`config.mk`:
```
export PLATFORM = sky130hd
export DESIGN_NAME = raster_output_dispatcher
export DESIGN_NICKNAME = d
export VERILOG_FILES = /design/src/rtl/raster_output_dispatcher_pkg.sv /design/src/rtl/raster_output_dispatcher_frag_fifo.sv /design/src/rtl/raster_output_dispatcher.sv
export SDC_FILE = /design/constraint.sdc
export NUM_CORES = 1
export LEC_CHECK = 0
export CORE_MARGIN = 4
export CORE_UTILIZATION = 40
export DETAILED_ROUTE_END_ITERATION = 8
export GPL_ROUTABILITY_DRIVEN = 1
export GPL_TIMING_DRIVEN = 0
export MAX_ROUTING_LAYER = met4
export PLACE_DENSITY = 0.64
export SLEW_MARGIN = 10
export SYNTH_ARGS = -nofsm -noshare
export SYNTH_HDL_FRONTEND = slang
export SYNTH_SLANG_ARGS = --single-unit
```
`constraint.sdc`:
```
create_clock -name clk -period 3.3 [get_ports clk]
set_clock_uncertainty 0.2 [all_clocks]
set_input_delay 0.33 -clock clk [delete_from_list [all_inputs] [get_ports clk]]
set_output_delay 0.33 -clock clk [all_outputs]
set_load 0.005 [all_outputs]
```
`src/rtl/raster_output_dispatcher_pkg.sv`:
```
`default_nettype none
// ============================================================================
//  Module  : raster_output_dispatcher_pkg
//  Purpose : Shared types for the raster output dispatcher. It holds the
//            fragment payload, the colour and surface types, and the
//            dispatcher state encoding.
//  Ports   : none (package)
//  Rev     : 1.0  initial release
// ============================================================================
package raster_output_dispatcher_pkg;

  localparam int unsigned X_W = 12;
  localparam int unsigned Y_W = 12;
  localparam int unsigned T_W = 16;

  typedef struct packed {
    logic [7:0] r;
    logic [7:0] g;
    logic [7:0] b;
  } RGB8;

  // ST_None marks a ray that hit nothing; its Color carries the clear colour.
  typedef enum logic [1:0] {
    ST_None        = 2'd0,
    ST_Opaque      = 2'd1,
    ST_Transparent = 2'd2,
    ST_Emissive    = 2'd3
  } SurfaceType;

  typedef struct packed {
    logic [X_W-1:0] x;
    logic [Y_W-1:0] y;
    SurfaceType     surf;
    RGB8            Color;
    logic [T_W-1:0] t;
  } RasterOutputData;

  typedef enum logic [0:0] {
    DS_Idle = 1'b0,
    DS_Hold = 1'b1
  } DispatchState;

endpackage : raster_output_dispatcher_pkg
`default_nettype wire

```
`src/rtl/raster_output_dispatcher_frag_fifo.sv`:
```
`default_nettype none
// ============================================================================
//  Module  : raster_frag_fifo
//  Purpose : Synchronous in-order FIFO of RasterOutputData with an occupancy
//            count and a registered almost-full flag (threshold DEPTH-1).
//  Ports   : clk, resetn (sync, active-low)
//            push_i / data_i      write side (dropped when full)
//            pop_i  / head_o      read side, head shown combinationally
//            count_o              occupancy, PTR_W+1 bits
//            almost_full_o        registered (next count >= DEPTH-1)
//  Rev     : 1.0  initial release
// ============================================================================
module raster_frag_fifo
  import raster_output_dispatcher_pkg::*;
#(
  parameter  int unsigned DEPTH = 4,
  localparam int unsigned PTR_W = $clog2(DEPTH)
) (
  input  logic            clk,
  input  logic            resetn,
  input  logic            push_i,
  input  RasterOutputData data_i,
  input  logic            pop_i,
  output RasterOutputData head_o,
  output logic [PTR_W:0]  count_o,
  output logic            almost_full_o
);

  localparam int unsigned       CW      = PTR_W + 1;
  localparam logic [CW-1:0]     C_FULL  = CW'(DEPTH);
  localparam logic [CW-1:0]     C_AFULL = CW'(DEPTH - 1);

  RasterOutputData    mem_q [DEPTH];
  logic [PTR_W-1:0]   wr_ptr_q, wr_ptr_d;
  logic [PTR_W-1:0]   rd_ptr_q, rd_ptr_d;
  logic [CW-1:0]      count_q,  count_d;
  logic               afull_q,  afull_d;
  logic               w_full, w_empty, w_do_push, w_do_pop;

  // Full/empty come from the count so a wrapped pointer pair is never ambiguous.
  assign w_full    = (count_q == C_FULL);
  assign w_empty   = (count_q == '0);
  assign w_do_push = push_i && !w_full;
  assign w_do_pop  = pop_i && !w_empty;

  always_comb begin
    wr_ptr_d = wr_ptr_q;
    rd_ptr_d = rd_ptr_q;
    count_d  = count_q;
    if (w_do_push) wr_ptr_d = wr_ptr_q + PTR_W'(1);
    if (w_do_pop)  rd_ptr_d = rd_ptr_q + PTR_W'(1);
    if (w_do_push && !w_do_pop)      count_d = count_q + CW'(1);
    else if (!w_do_push && w_do_pop) count_d = count_q - CW'(1);
    // One slot stays free for the fragment already in flight from raster.
    afull_d = (count_d >= C_AFULL);
  end

  always_ff @(posedge clk) begin
    if (!resetn) begin
      wr_ptr_q <= '0;
      rd_ptr_q <= '0;
      count_q  <= '0;
      afull_q  <= 1'b0;
    end else begin
      wr_ptr_q <= wr_ptr_d;
      rd_ptr_q <= rd_ptr_d;
      count_q  <= count_d;
      afull_q  <= afull_d;
    end
  end

  // Storage needs no reset: the pointers and count define what is live.
  always_ff @(posedge clk) begin
    if (w_do_push) mem_q[wr_ptr_q] <= data_i;
  end

  assign head_o        = mem_q[rd_ptr_q];
  assign count_o       = count_q;
  assign almost_full_o = afull_q;

`ifndef SYNTHESIS
  always @(posedge clk) begin
    if (resetn && push_i) begin
      assert (!w_full) else $error("raster_frag_fifo: push while full, fragment dropped");
    end
  end
`endif

endmodule : raster_frag_fifo
`default_nettype wire

```
`src/rtl/raster_output_dispatcher.sv`:
```
`default_nettype none
// ============================================================================
//  Module  : raster_output_dispatcher
//  Purpose : Buffers raster fragments in order. Hit fragments are sent to
//            the shadow stage and miss fragments (ST_None) to the
//            frame-buffer writer, with strict head-of-line ordering.
//  Ports   : clk, resetn (sync, active-low)
//            in_valid / in_data / output_fifo_full     raster side
//            shadow_fifo_full / shadow_valid / shadow_out  hit path
//            miss_fifo_full / miss_valid / miss_x / miss_y / miss_color
//            frag_count (wrapping), busy (queue non-empty)
//  Rev     : 1.0  initial release
// ============================================================================
module raster_output_dispatcher
  import raster_output_dispatcher_pkg::*;
#(
  parameter  int unsigned DEPTH = 4,
  localparam int unsigned PTR_W = $clog2(DEPTH)
) (
  input  logic            clk,
  input  logic            resetn,
  input  logic            in_valid,
  input  RasterOutputData in_data,
  output logic            output_fifo_full,
  input  logic            shadow_fifo_full,
  output logic            shadow_valid,
  output RasterOutputData shadow_out,
  input  logic            miss_fifo_full,
  output logic            miss_valid,
  output logic [X_W-1:0]  miss_x,
  output logic [Y_W-1:0]  miss_y,
  output RGB8             miss_color,
  output logic [31:0]     frag_count,
  output logic            busy
);

  RasterOutputData  w_head;
  logic [PTR_W:0]   w_count;
  logic             w_afull;
  logic             w_head_valid;
  logic             w_pop_shadow, w_pop_miss, w_pop;

  DispatchState     state_q, state_d;

  logic             shadow_valid_q, shadow_valid_d;
  RasterOutputData  shadow_out_q,   shadow_out_d;
  logic             miss_valid_q,   miss_valid_d;
  logic [X_W-1:0]   miss_x_q,       miss_x_d;
  logic [Y_W-1:0]   miss_y_q,       miss_y_d;
  RGB8              miss_color_q,   miss_color_d;
  logic [31:0]      frag_count_q,   frag_count_d;

  raster_frag_fifo #(
    .DEPTH (DEPTH)
  ) u_fifo (
    .clk           (clk),
    .resetn        (resetn),
    .push_i        (in_valid),
    .data_i        (in_data),
    .pop_i         (w_pop),
    .head_o        (w_head),
    .count_o       (w_count),
    .almost_full_o (w_afull)
  );

  assign w_head_valid = (w_count != '0);

  // State register
  always_ff @(posedge clk) begin
    if (!resetn) state_q <= DS_Idle;
    else         state_q <= state_d;
  end

  // Next state: every dispatch is followed by one bubble cycle so the
  // downstream registered full flags reflect the fragment just sent.
  always_comb begin
    state_d = state_q;
    case (state_q)
      DS_Idle: if (w_pop) state_d = DS_Hold;
      DS_Hold: state_d = DS_Idle;
      default: state_d = DS_Idle;
    endcase
  end

  // Output decode: only the head is ever considered, so a blocked head
  // stalls both paths and order is preserved.
  always_comb begin
    w_pop_shadow = 1'b0;
    w_pop_miss   = 1'b0;
    if ((state_q == DS_Idle) && w_head_valid) begin
      if (w_head.surf != ST_None) w_pop_shadow = !shadow_fifo_full;
      else                        w_pop_miss   = !miss_fifo_full;
    end
    w_pop = w_pop_shadow | w_pop_miss;
  end

  always_comb begin
    shadow_valid_d = w_pop_shadow;
    shadow_out_d   = w_pop_shadow ? w_head : shadow_out_q;
    miss_valid_d   = w_pop_miss;
    miss_x_d       = w_pop_miss ? w_head.x     : miss_x_q;
    miss_y_d       = w_pop_miss ? w_head.y     : miss_y_q;
    miss_color_d   = w_pop_miss ? w_head.Color : miss_color_q;
    frag_count_d   = frag_count_q + {31'd0, w_pop};
  end

  always_ff @(posedge clk) begin
    if (!resetn) begin
      shadow_valid_q <= 1'b0;
      shadow_out_q   <= '0;
      miss_valid_q   <= 1'b0;
      miss_x_q       <= '0;
      miss_y_q       <= '0;
      miss_color_q   <= '0;
      frag_count_q   <= '0;
    end else begin
      shadow_valid_q <= shadow_valid_d;
      shadow_out_q   <= shadow_out_d;
      miss_valid_q   <= miss_valid_d;
      miss_x_q       <= miss_x_d;
      miss_y_q       <= miss_y_d;
      miss_color_q   <= miss_color_d;
      frag_count_q   <= frag_count_d;
    end
  end

  assign output_fifo_full = w_afull;
  assign shadow_valid     = shadow_valid_q;
  assign shadow_out       = shadow_out_q;
  assign miss_valid       = miss_valid_q;
  assign miss_x           = miss_x_q;
  assign miss_y           = miss_y_q;
  assign miss_color       = miss_color_q;
  assign frag_count       = frag_count_q;
  assign busy             = w_head_valid;

endmodule : raster_output_dispatcher
`default_nettype wire

```
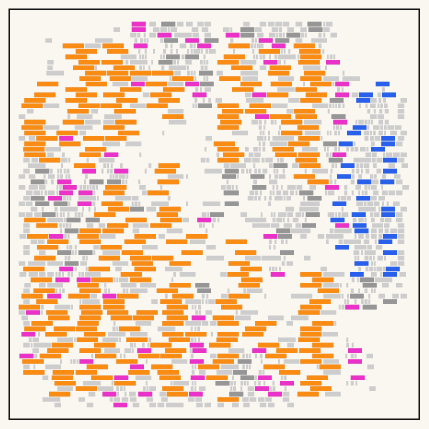
*Where the registers sit*
(2 px per micron)
u_fifo.mem_q -> orange  # flops 264, where all over the die
shadow_out -> magenta  # flops 66, where all over the die
frag_count -> blue  # flops 32
not coloured = 61
Seq/total area: 55.52%
Finished Core Util: 52.89%
Flop area: 0.01111 sq mm

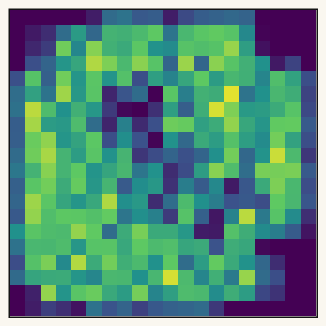
*Cell density map*
(1.5 px per micron) 20 x 20 tiles, from dark purple (low) to yellow (high), 0 to 100% covered.
tiles over 75% full = 13%
mean over tiles = 46%
densest ninth of the die = left middle
FP Core Util: 40.73%
area of the core: 0.03784 sq mm

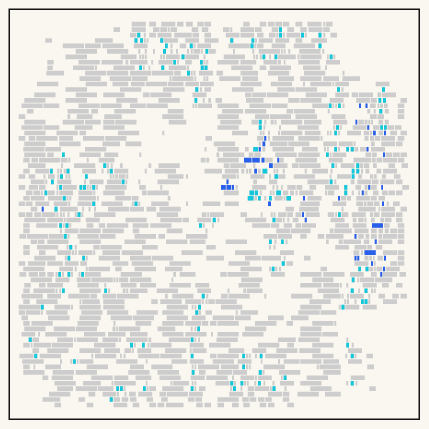
*Logic cells by family*
(2 px per micron)
NOR gates -> blue  # cells 41, most used nor2_1, where right middle
inverting AOI/OAI gates -> cyan  # cells 141, most used a21oi_1, where all over the die
Non-Filler Instances: 1,906
combinational share of cell area: 20.45%
Top cell excl fill/tap: edfxtp_1

==> metrics.csv <==
stage;metric;value;unit
setup_path;cp_top_family;simple AND/OR/NAND/NOR gates;
setup_path;crit-reg2reg-launch;u_fifo.count_o[0];
global_routing;grt_max_degree;49;
setup_path;crit_start;u_fifo.count_o[0];
yosys;synth_top_cell_by_count;edfxtp_1;
setup_path;path_max_fanout;6;
layout;fin_nets;1433;
global_routing;grt_pass1_vias;9728;
setup_path;arrival;3.40;ns
final_timing;rsz0062_at_grt;false;
clocking;root_buffer;clkbuf_16;
die;chipArea;0.04173;sq mm
detailed_routing;vias;9515;
yosys;yosysTopAreaCellShare;51.44;%
die;dieHeight;204.3;microns
yosys;ff_type;edfxtp_1;
die;floorplan.rows;71;
final_timing;max-slew-margin-rel;45.31;%
global_routing;grt_pass1_wl;57250;microns
clocking;cts_buffer_depth;3;
detailed_routing;drtIter0Drc;610;
detailed_routing;drc;0;
final_timing;worstMarginPinSlew;0.8204;ns
setup_path;crit_chain;inv_1 -> ha_1 -> nor2b_1 -> or3_4 -> nor2_4 -> nor2_4 -> inv_4 -> ha_4 -> ha_4 -> nand2_2 -> nor3_4 -> and2_4 -> nand2_1 -> or3_1 -> a21oi_1;
yosys;yosysWarnings;0;
final_timing;period_minus_slack;3.109;ns
global_routing;grt_overflow;0;
setup_path;reg2reg_depth;15;
placed_design;routabilityCongestion;0.8423;
layout;stdcell_area;0.02002;sq mm
final_timing;finalWorstSetupSlack;0.1907;ns
min_path;hold_end;frag_count[18];
setup_path;criticalPathCategory;reg -> reg;
final_timing;hold_violations;0;
min_path;min_path_cells;2;
layout;area_growth;29.87;%
outcome;status;complete, no violations;
setup_path;path_buffers;2;
yosys;synth_chip_area;0.01541;sq mm
pwr;power_density;728.9;mW/mm^2
clocking;cts_tree;done;
detailed_routing;routed_wl;37990;microns
yosys;yosysCellCount;1076;
pwr;peakVddDrop;0.4364;mV
yosys;synthCells;1076;
final_timing;fmax;0.3216;GHz
clocking;clkTransAtPathRegs;0.06;ns
clocking;htreeDepth;2;
placed_design;dp_hpwl;25130;microns
global_routing;track_usage;18.58;%
die;die_w;204.3;microns
min_path;hp-class;in -> reg;
yosys;synthArstFlopShare;0;%
detailed_routing;wl_per_cell;19.93;microns
global_routing;antenna_found_initial;4;
detailed_routing;antenna_left;0;
placed_design;dpl_cell_area;0.01836;sq mm
clocking;worstSkewPairLatency;0.58;ns
setup_path;reg2reg_slack;0.19;ns
clocking;holdBufCountCts;0;
detailed_routing;firstDrtPassIters;4;
yosys;avgSynthCellArea;14.32;sq um
pwr;p_leak;6.537;nW
yosys;common_cells;264 x edfxtp_1, 249 x nand2_1, 159 x dfxtp_1;
job;drv_cap;0;
yosys;ys_seq_share;72.09;%
final_timing;finalSetupViolCount;0;
yosys;ys_ff;423;
final_timing;fin_crit_sh;94.22;%
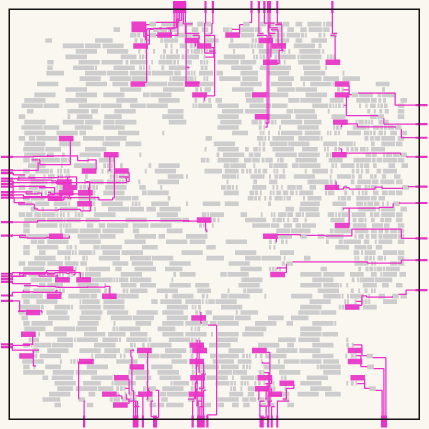
*Wires at chosen ports, followed through buffers*
(2 px per micron)
shadow_out -> magenta  # bits 66, direction output, end cells 66, buffers 66, wire 2,740 microns
number of I/O port buffers: 219
I/O pins: 221

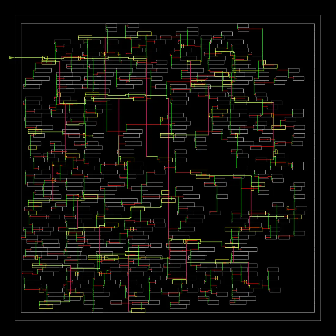
*Clock nets*
clock group power: 5.05 mW
Sink Count: 423
Num CTS Buffers: 46

==> state kept, by name, summed over array words and instances, names as in the netlist, named ones only <==
signal                flops
miss_color               24
frag_count               32
u_fifo.wr_ptr_q           2
state_q                   1
u_fifo.rd_ptr_q           2
miss_valid                1
shadow_out               66
u_fifo.mem_q            264
u_fifo.count_o            3
shadow_valid              1
miss_x                   12
miss_y                   12
u_fifo.almost_full_o      1
==> metrics by stage <==
stage	hold WS [ns]	TNS, ns	power (mW)	std cells
2_1_floorplan	0.2289	0	8.268	1076
3_3_place_gp	0.2415	-116.84	9.596	1806
3_5_place_dp	0.2474	-3.546	9.691	1810
4_1_cts	0.01846	0	14.81	1899
5_1_grt	0.05305	0	15.32	1906
6_report	0.04734	0	14.59	1906
==> power breakdown <==
part	leakage, nW	total, mW	internal, mW	switching [mW]
logic	2.09	3.04	1.43	1.60
registers	3.71	6.50	6.24	0.258
clock network	0.738	5.05	2.99	2.06
total	6.54	14.6	10.7	3.92
==> kinds of logic after synthesis <==
logic type / synth area share [%]
flip-flops: 72.09
AND/OR/NAND/NOR: 9.344
AND-OR/OR-AND: 4.757
buffers and inverters: 1.892
multiplexers: 9.709
XOR/XNOR: 1.478
adder cells (fa/ha/maj): 0.7307
==> layout by cell type (no fill, tap or decap), drive strengths merged <==
cell type / Yosys / layout
a211oi: 2 / 2
a21boi: 1 / 1
a21oi: 125 / 125
a311oi: 1 / 1
a31oi: 1 / 1
and2: 14 / 14
and3: 2 / 2
and4: 4 / 4
buf: 21 / 32
bufinv: 0 / 3
clkbuf: 38 / 102
clkdlybuf4s50: 0 / 219
clkinv: 0 / 18
dfxtp: 159 / 159
diode: 0 / 4
edfxtp: 264 / 264
ha: 9 / 9
inv: 9 / 9
mux2i: 1 / 1
mux4: 66 / 66
nand2: 249 / 249
nand3: 13 / 13
nand4: 8 / 8
nor2: 31 / 31
nor2b: 1 / 1
nor3: 7 / 7
nor3b: 2 / 2
o211a: 1 / 1
o211ai: 2 / 2
o21ai: 9 / 9
or2: 1 / 1
or3: 9 / 9
xnor2: 12 / 12
xor2: 14 / 14
==> area by class of cell <==
cell class	instances	area, sq um
sequential	423	11110
fill	3231	17830
inverter	9	36.28
tap	511	639.4
clock buffer	65	1294
clock inverter	21	225.2
multi-input combinational	585	4093
antenna	4	10.01
timing repair buffer	230	2355
buffer	58	251.5
==> routing by layer <==
layer  part of all wire (%)  vias to the layer above  track usage, %  routed length, microns
met5                      0                        -               -                       0
met4                    1.7                        0           4.212                     658
met3                    6.7                       56           5.141                    2553
met2                     49                      247           30.21                   18670
met1                     42                     4728           23.53                   16110
li1                       -                     4484               -                       -
==> how the worst max path moves through the flow <==
stage / to / slack, ns / cells past startpoint
after floorplan: frag_count[31] / 0.10 / 13
after global placement: u_fifo.mem_q[1][11] / -0.45 / 4
after detailed placement: frag_count[30] / -0.38 / 13
after CTS: frag_count[30] / 0.02 / 15
after global routing: frag_count[30] / 0.03 / 15
final: frag_count[30] / 0.19 / 15
==> timing repair <==
action,in CTS,in global routing
cloned,0,0
setup buffers,4,3
endpoints found under the hold margin,0,0
pin swaps,4,3
setup endpoints to repair,17,11
gates resized,12,5
Power and IR drop assume default switching activity.
